**src/rtl/branch_predict_resolve.sv**
```systemverilog
// rtl/branch_predict_resolve.sv - EX-stage branch resolution with a bimodal predictor,
// registered fetch redirect and saturating statistics.
module branch_predict_resolve #(
  parameter int          XLEN        = 32,
  parameter int          BHT_ENTRIES = 64,
  parameter int          IDX_LO      = 2,
  parameter logic [1:0]  CNT_INIT    = 2'b01,
  parameter int          STAT_W      = 16
) (
  input  logic              clk,
  input  logic              rst_n,
  input  logic              if_valid_i,
  input  logic [XLEN-1:0]   if_pc_i,
  output logic              pred_valid_o,
  output logic              pred_taken_o,
  input  logic              ex_valid_i,
  input  logic              ex_branch_en_i,
  input  logic [2:0]        ex_func3_i,
  input  logic [3:0]        ex_alu_flags_i,
  input  logic [XLEN-1:0]   ex_pc_i,
  input  logic [XLEN-1:0]   ex_target_i,
  input  logic              ex_pred_taken_i,
  output logic              branch_taken_o,
  output logic              mispredict_o,
  output logic [XLEN-1:0]   redirect_pc_o,
  output logic [STAT_W-1:0] stat_branch_o,
  output logic [STAT_W-1:0] stat_mispred_o
);

  localparam int IDX_W = (BHT_ENTRIES > 1) ? $clog2(BHT_ENTRIES) : 1;

  logic [1:0]        r_bht [BHT_ENTRIES];
  logic              r_pred_valid;
  logic              r_pred_taken;
  logic              r_mis;
  logic [XLEN-1:0]   r_redirect;
  logic [STAT_W-1:0] r_stat_br;
  logic [STAT_W-1:0] r_stat_mis;

  logic [IDX_W-1:0]  w_if_idx;
  logic [IDX_W-1:0]  w_ex_idx;
  logic              w_resolve;
  logic              w_legal;
  logic              w_cond;
  logic              w_taken;
  logic              w_train;
  logic              w_mis;
  logic [1:0]        w_ex_cnt;
  logic [1:0]        w_cnt_next;
  logic              w_zf, w_sf, w_cf, w_of;
  logic              w_unused;

  assign w_if_idx  = if_pc_i[IDX_LO +: IDX_W];
  assign w_ex_idx  = ex_pc_i[IDX_LO +: IDX_W];
  assign w_unused  = ^{if_pc_i, ex_pc_i};

  assign w_zf = ex_alu_flags_i[0];
  assign w_sf = ex_alu_flags_i[1];
  assign w_cf = ex_alu_flags_i[2];
  assign w_of = ex_alu_flags_i[3];

  // CF=1 means no borrow, so unsigned less-than is !CF
  always_comb begin
    w_legal = 1'b1;
    w_cond  = 1'b0;
    case (ex_func3_i)
      3'b000:  w_cond = w_zf;
      3'b001:  w_cond = ~w_zf;
      3'b100:  w_cond = w_sf ^ w_of;
      3'b101:  w_cond = ~(w_sf ^ w_of);
      3'b110:  w_cond = ~w_cf;
      3'b111:  w_cond = w_cf;
      default: w_legal = 1'b0;
    endcase
  end

  assign w_resolve      = ex_valid_i & ex_branch_en_i;
  assign w_taken        = w_resolve & w_legal & w_cond;
  assign w_train        = w_resolve & w_legal;
  assign w_mis          = w_resolve & (w_taken != ex_pred_taken_i);
  assign branch_taken_o = w_taken;

  assign w_ex_cnt = r_bht[w_ex_idx];

  always_comb begin
    w_cnt_next = w_ex_cnt;
    if (w_taken) begin
      if (w_ex_cnt != 2'b11) w_cnt_next = w_ex_cnt + 2'd1;
    end else begin
      if (w_ex_cnt != 2'b00) w_cnt_next = w_ex_cnt - 2'd1;
    end
  end

  always_ff @(posedge clk or negedge rst_n) begin
    if (!rst_n) begin
      for (int i = 0; i < BHT_ENTRIES; i++) r_bht[i] <= CNT_INIT;
    end else if (w_train) begin
      r_bht[w_ex_idx] <= w_cnt_next;
    end
  end

  // Lookup samples the table before this edge's training write lands
  always_ff @(posedge clk or negedge rst_n) begin
    if (!rst_n) begin
      r_pred_valid <= 1'b0;
      r_pred_taken <= 1'b0;
    end else begin
      r_pred_valid <= if_valid_i;
      if (if_valid_i) r_pred_taken <= r_bht[w_if_idx][1];
    end
  end

  always_ff @(posedge clk or negedge rst_n) begin
    if (!rst_n) begin
      r_mis      <= 1'b0;
      r_redirect <= '0;
    end else begin
      r_mis <= w_mis;
      if (w_mis) r_redirect <= w_taken ? ex_target_i : ex_pc_i + XLEN'(4);
    end
  end

  always_ff @(posedge clk or negedge rst_n) begin
    if (!rst_n) begin
      r_stat_br  <= '0;
      r_stat_mis <= '0;
    end else begin
      if (w_train && (r_stat_br != '1))  r_stat_br  <= r_stat_br + STAT_W'(1);
      if (w_mis && (r_stat_mis != '1))   r_stat_mis <= r_stat_mis + STAT_W'(1);
    end
  end

  assign pred_valid_o   = r_pred_valid;
  assign pred_taken_o   = r_pred_taken;
  assign mispredict_o   = r_mis;
  assign redirect_pc_o  = r_redirect;
  assign stat_branch_o  = r_stat_br;
  assign stat_mispred_o = r_stat_mis;

endmodule

```
**config.mk**
```make
export PLATFORM = sky130hd
export DESIGN_NAME = branch_predict_resolve
export DESIGN_NICKNAME = d
export VERILOG_FILES = /design/src/rtl/branch_predict_resolve.sv
export SDC_FILE = /design/constraint.sdc
export NUM_CORES = 1
export LEC_CHECK = 0
export CORE_UTILIZATION = 54
export CTS_BUF_LIST = sky130_fd_sc_hd__clkbuf_16
export CTS_CLUSTER_SIZE = 8
export DETAILED_ROUTE_END_ITERATION = 12
export HOLD_SLACK_MARGIN = 0.15
export PLACE_DENSITY_LB_ADDON = 0.12
export SLEW_MARGIN = 20
export SYNTH_ARGS = -nofsm -noshare
export SYNTH_HDL_FRONTEND = slang
export SYNTH_SLANG_ARGS = --single-unit
```
**constraint.sdc**
```tcl
create_clock -name clk -period 2.93 [get_ports clk]
set_input_delay 0.293 -clock clk [delete_from_list [all_inputs] [get_ports clk]]
set_output_delay 0.293 -clock clk [all_outputs]
set_load 0.1 [all_outputs]
```
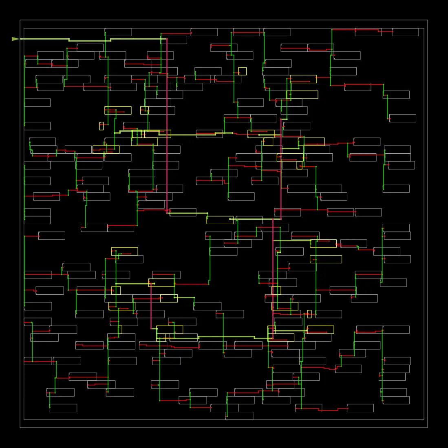
Figure 1: run 1, clock nets.
sinks on the clock net: 195
clock buffer count in the final layout: 17
worst setup skew after layout: 8.416 ps

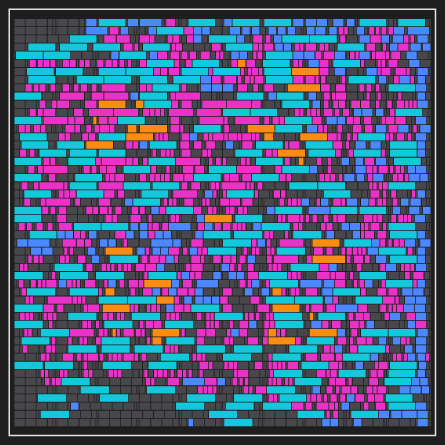
Figure 2: run 1, cells coloured by class.
(3 px per um) Fill, decap, tap and diode cells in grey.
colour	class	cells
cyan	sequential cells	195
blue	remaining buffers and delay cells	234
magenta	remaining logic cells	831
orange	clock drivers and dummy loads	32
area of the core: 18890 sq um
register fraction of the total cell area: 0.3772
final design area excluding fillers: 13150 sq um
share of the core filled with cells: 0.6960

==> results.json, run 1 <==
{
  "leakage_nw": 5.484,
  "cell_area_leaders": "sky130_fd_sc_hd__dfrtp_1 (31%), sky130_fd_sc_hd__dfstp_2 (16%), sky130_fd_sc_hd__nand2_1 (6.9%), sky130_fd_sc_hd__mux4_2 (5.6%), sky130_fd_sc_hd__a21oi_1 (4.0%)",
  "most-common-layout-cells": "sky130_fd_sc_hd__nand2_1 (192), sky130_fd_sc_hd__buf_4 (140), sky130_fd_sc_hd__dfrtp_1 (131), sky130_fd_sc_hd__a21oi_1 (85), sky130_fd_sc_hd__nor2_1 (81)",
  "largestPowerGroup": "registers",
  "synth_flops": 195,
  "run_status": "finished, final reports clean",
  "post-synth-top-count-cell": "sky130_fd_sc_hd__nand2_1",
  "wp_buf_inv": 3,
  "postRouteAntennaNets": 0,
  "area_growth_pct": 25.01,
  "whs_ps": 358.4,
  "fin_cells": 1552,
  "worst_pin_slew_ps": 624.7,
  "power_per_cell_area_nw_per_um2": 630.0,
  "postCtsSetupBuffers": 0,
  "clk_pin_slew_worst_paths_ps": 70,
  "path_max_fanout": 48,
  "critPathRequiredTime_ps": 3280,
  "die_area_sq_um": 20040,
  "syn-num-nets": 1225,
  "ys_sh_mux": 0.1024,
  "die_w_um": 141.6,
  "max-cap-violations": 0,
  "p_sw_frac": 0.3897,
  "path_depth": 10,
  "common_cells": "sky130_fd_sc_hd__nand2_1 (192), sky130_fd_sc_hd__dfrtp_1 (131), sky130_fd_sc_hd__a21oi_1 (85)",
  "power.sequential.fraction": 0.397,
  "power.combinational.fraction": 0.321,
  "yosys_xor_share": 0.04663,
  "final_layout_top_logic_cell": "sky130_fd_sc_hd__nand2_1",
  "multiInputGateArea_sq_um": 5109,
  "endpoint_kind": "register",
  "cts_buffers": 17,
  "drtPass1Iterations": 5,
  "largest_register_ff_count": 128,
  "yosys_cells": 1113,
  "routed-via-count": 9216,
  "holdBufCountCts": 1,
  "layout-drive-gt1-share": 0.2330,
  "grt_use_total": 0.3072
}
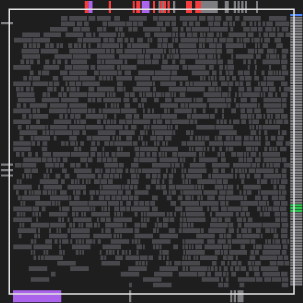
Figure 3: run 1, pin map.
(2 px per um) Pins as bars across the die edge, other pins in grey.
colour	port	pins	direction	edge
blue	branch_taken_o	1	output	right
green	ex_func3_i	3	input	right
red	stat_branch_o	16	output	top
purple	if_pc_i	32	input	26 bottom, 6 top
all pins by edge	100 right, 41 top, 32 bottom, 4 left

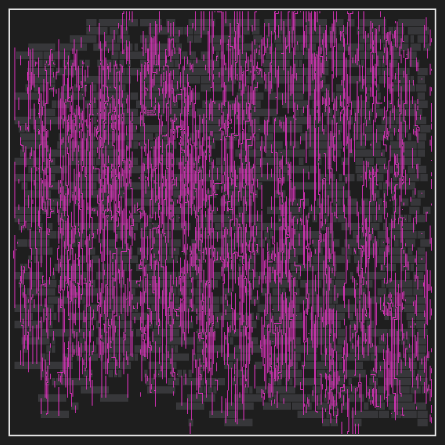
Figure 4: run 1, the metal 2 layer.
(3 px per um)
nets with wire on the layer	1105
wire length on this layer	14300 um
share of all routed wire	48%
longest straight run	43.5 um
main direction	vertical

run 1: metrics by stage:
step           instance area [sq um]  TNS, ps
4_1_cts                        13150        0
6_report                       13150        0
5_1_grt                        13150        0
3_5_place_dp                   12560   -26940
2_1_floorplan                  10520        0
3_3_place_gp                   12560   -21770
run 1: layer usage:
layer | track usage | routed length (um) | vias up
met5 | 0 | 0 | -
met4 | 0.1002 | 537 | 0
met3 | 0.05569 | 2277 | 45
met2 | 0.5108 | 14290 | 396
met1 | 0.4083 | 12740 | 4454
li1 | - | - | 4321
run 1: cell type report:
cell class	instances	area share
inverters	19	0.005423
multi-input cells	812	0.3885
clock inverters	15	0.01208
well taps	260	0.02474
flip-flops and latches	195	0.3772
repair buffers	234	0.1598
clock buffers	17	0.03235
==> run 2, diff against run 1 <==
--- a/config.mk
+++ b/config.mk
@@ -5,6 +5,7 @@
 export SDC_FILE = /design/constraint.sdc
 export NUM_CORES = 1
 export LEC_CHECK = 0
+export CAP_MARGIN = 0
 export CORE_UTILIZATION = 54
 export CTS_BUF_LIST = sky130_fd_sc_hd__clkbuf_16
 export CTS_CLUSTER_SIZE = 8
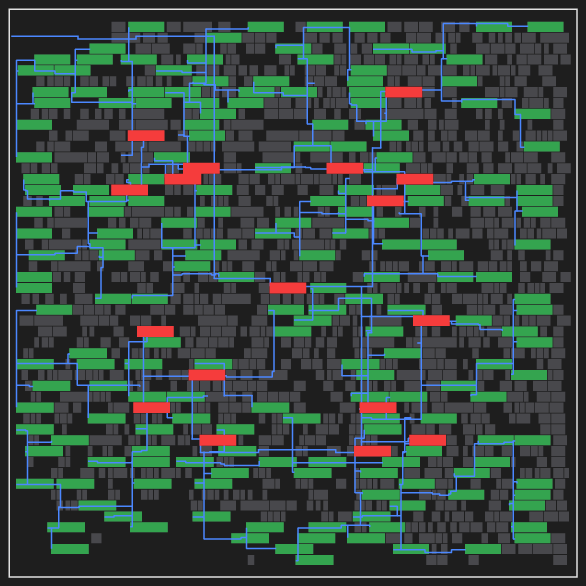
Figure 5: run 2, clock distribution.
(4 px per um)
[blue] clock wires | length: 2260 um
[green] flip-flops | count: 195
[red] clock-net drivers | count: 17
flops lie	spread over the die
clock group total power: 2.33 mW
Clock Latency Late Sink: 430 ps
clock network fraction of design power: 0.282

==> run 2 against run 1 <==
  * Non-clock buffer count stayed put
  * Wire length stayed put
  * Utilization stayed put
  * Setup slack stayed put
  * Clock power hardly changed
  * Critical path depth stayed put
  * Die size stayed put
  * Highest routed layer unchanged
==> results.json, run 2 <==
{
  "run_status": "finished, final reports clean",
  "common_cells": "sky130_fd_sc_hd__nand2_1 (192), sky130_fd_sc_hd__dfrtp_1 (131), sky130_fd_sc_hd__a21oi_1 (85)",
  "numClockSinks": 195,
  "final_cell_area_sq_um": 13150,
  "finalSetupTns_ps": 0,
  "leakage_nw": 5.484,
  "fin_cells": 1552,
  "endpoint_kind": "register",
  "drtPass1Iterations": 5,
  "met3_length_um": 2277,
  "finish.utilization": 0.6960,
  "die_w_um": 141.6,
  "path_max_fanout": 48,
  "max-cap-violations": 0,
  "post_dp_cell_area_sq_um": 12560,
  "most-common-layout-cells": "sky130_fd_sc_hd__nand2_1 (192), sky130_fd_sc_hd__buf_4 (140), sky130_fd_sc_hd__dfrtp_1 (131), sky130_fd_sc_hd__a21oi_1 (85), sky130_fd_sc_hd__nor2_1 (81)",
  "area_growth_pct": 25.01,
  "worst_pin_slew_ps": 624.7,
  "grt_use_total": 0.3072,
  "synth_flops": 195
}
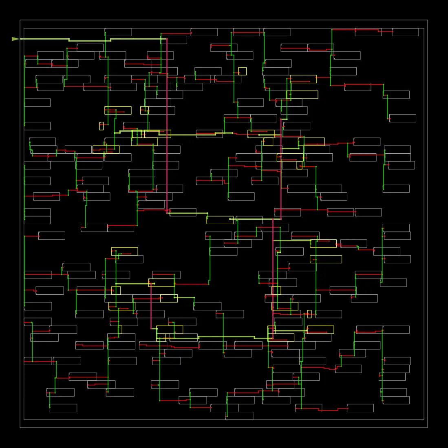
Figure 6: run 2, clock nets.
CTS buffer count: 17
number of sequential storage elements: 195

## run 2: layout make-up
class / instances / area [sq um] / share of cell area
Timing Repair Buffer: 234 / 2101 / 0.1598
Tap cell: 260 / 325.3 / 0.02474
Clock inverter: 15 / 158.9 / 0.01208
Multi-Input combinational cell: 812 / 5109 / 0.3885
Inverter: 19 / 71.32 / 0.005423
Sequential cell: 195 / 4960 / 0.3772
Clock buffer: 17 / 425.4 / 0.03235
## run 2: repair_timing
item,CTS,global route
gates resized,0,0
hold buffers,1,0
hold endpoints to repair,46,0
buffers inserted,0,0
## run 2: report_power, final
group / total, mW / internal, mW / switching (mW)
sequential: 3.29 / 3.04 / 0.253
clock: 2.33 / 1.27 / 1.07
combinational: 2.66 / 0.752 / 1.91
total: 8.28 / 5.06 / 3.23
No activity file was given, so power comes from the tool's default toggle rates.
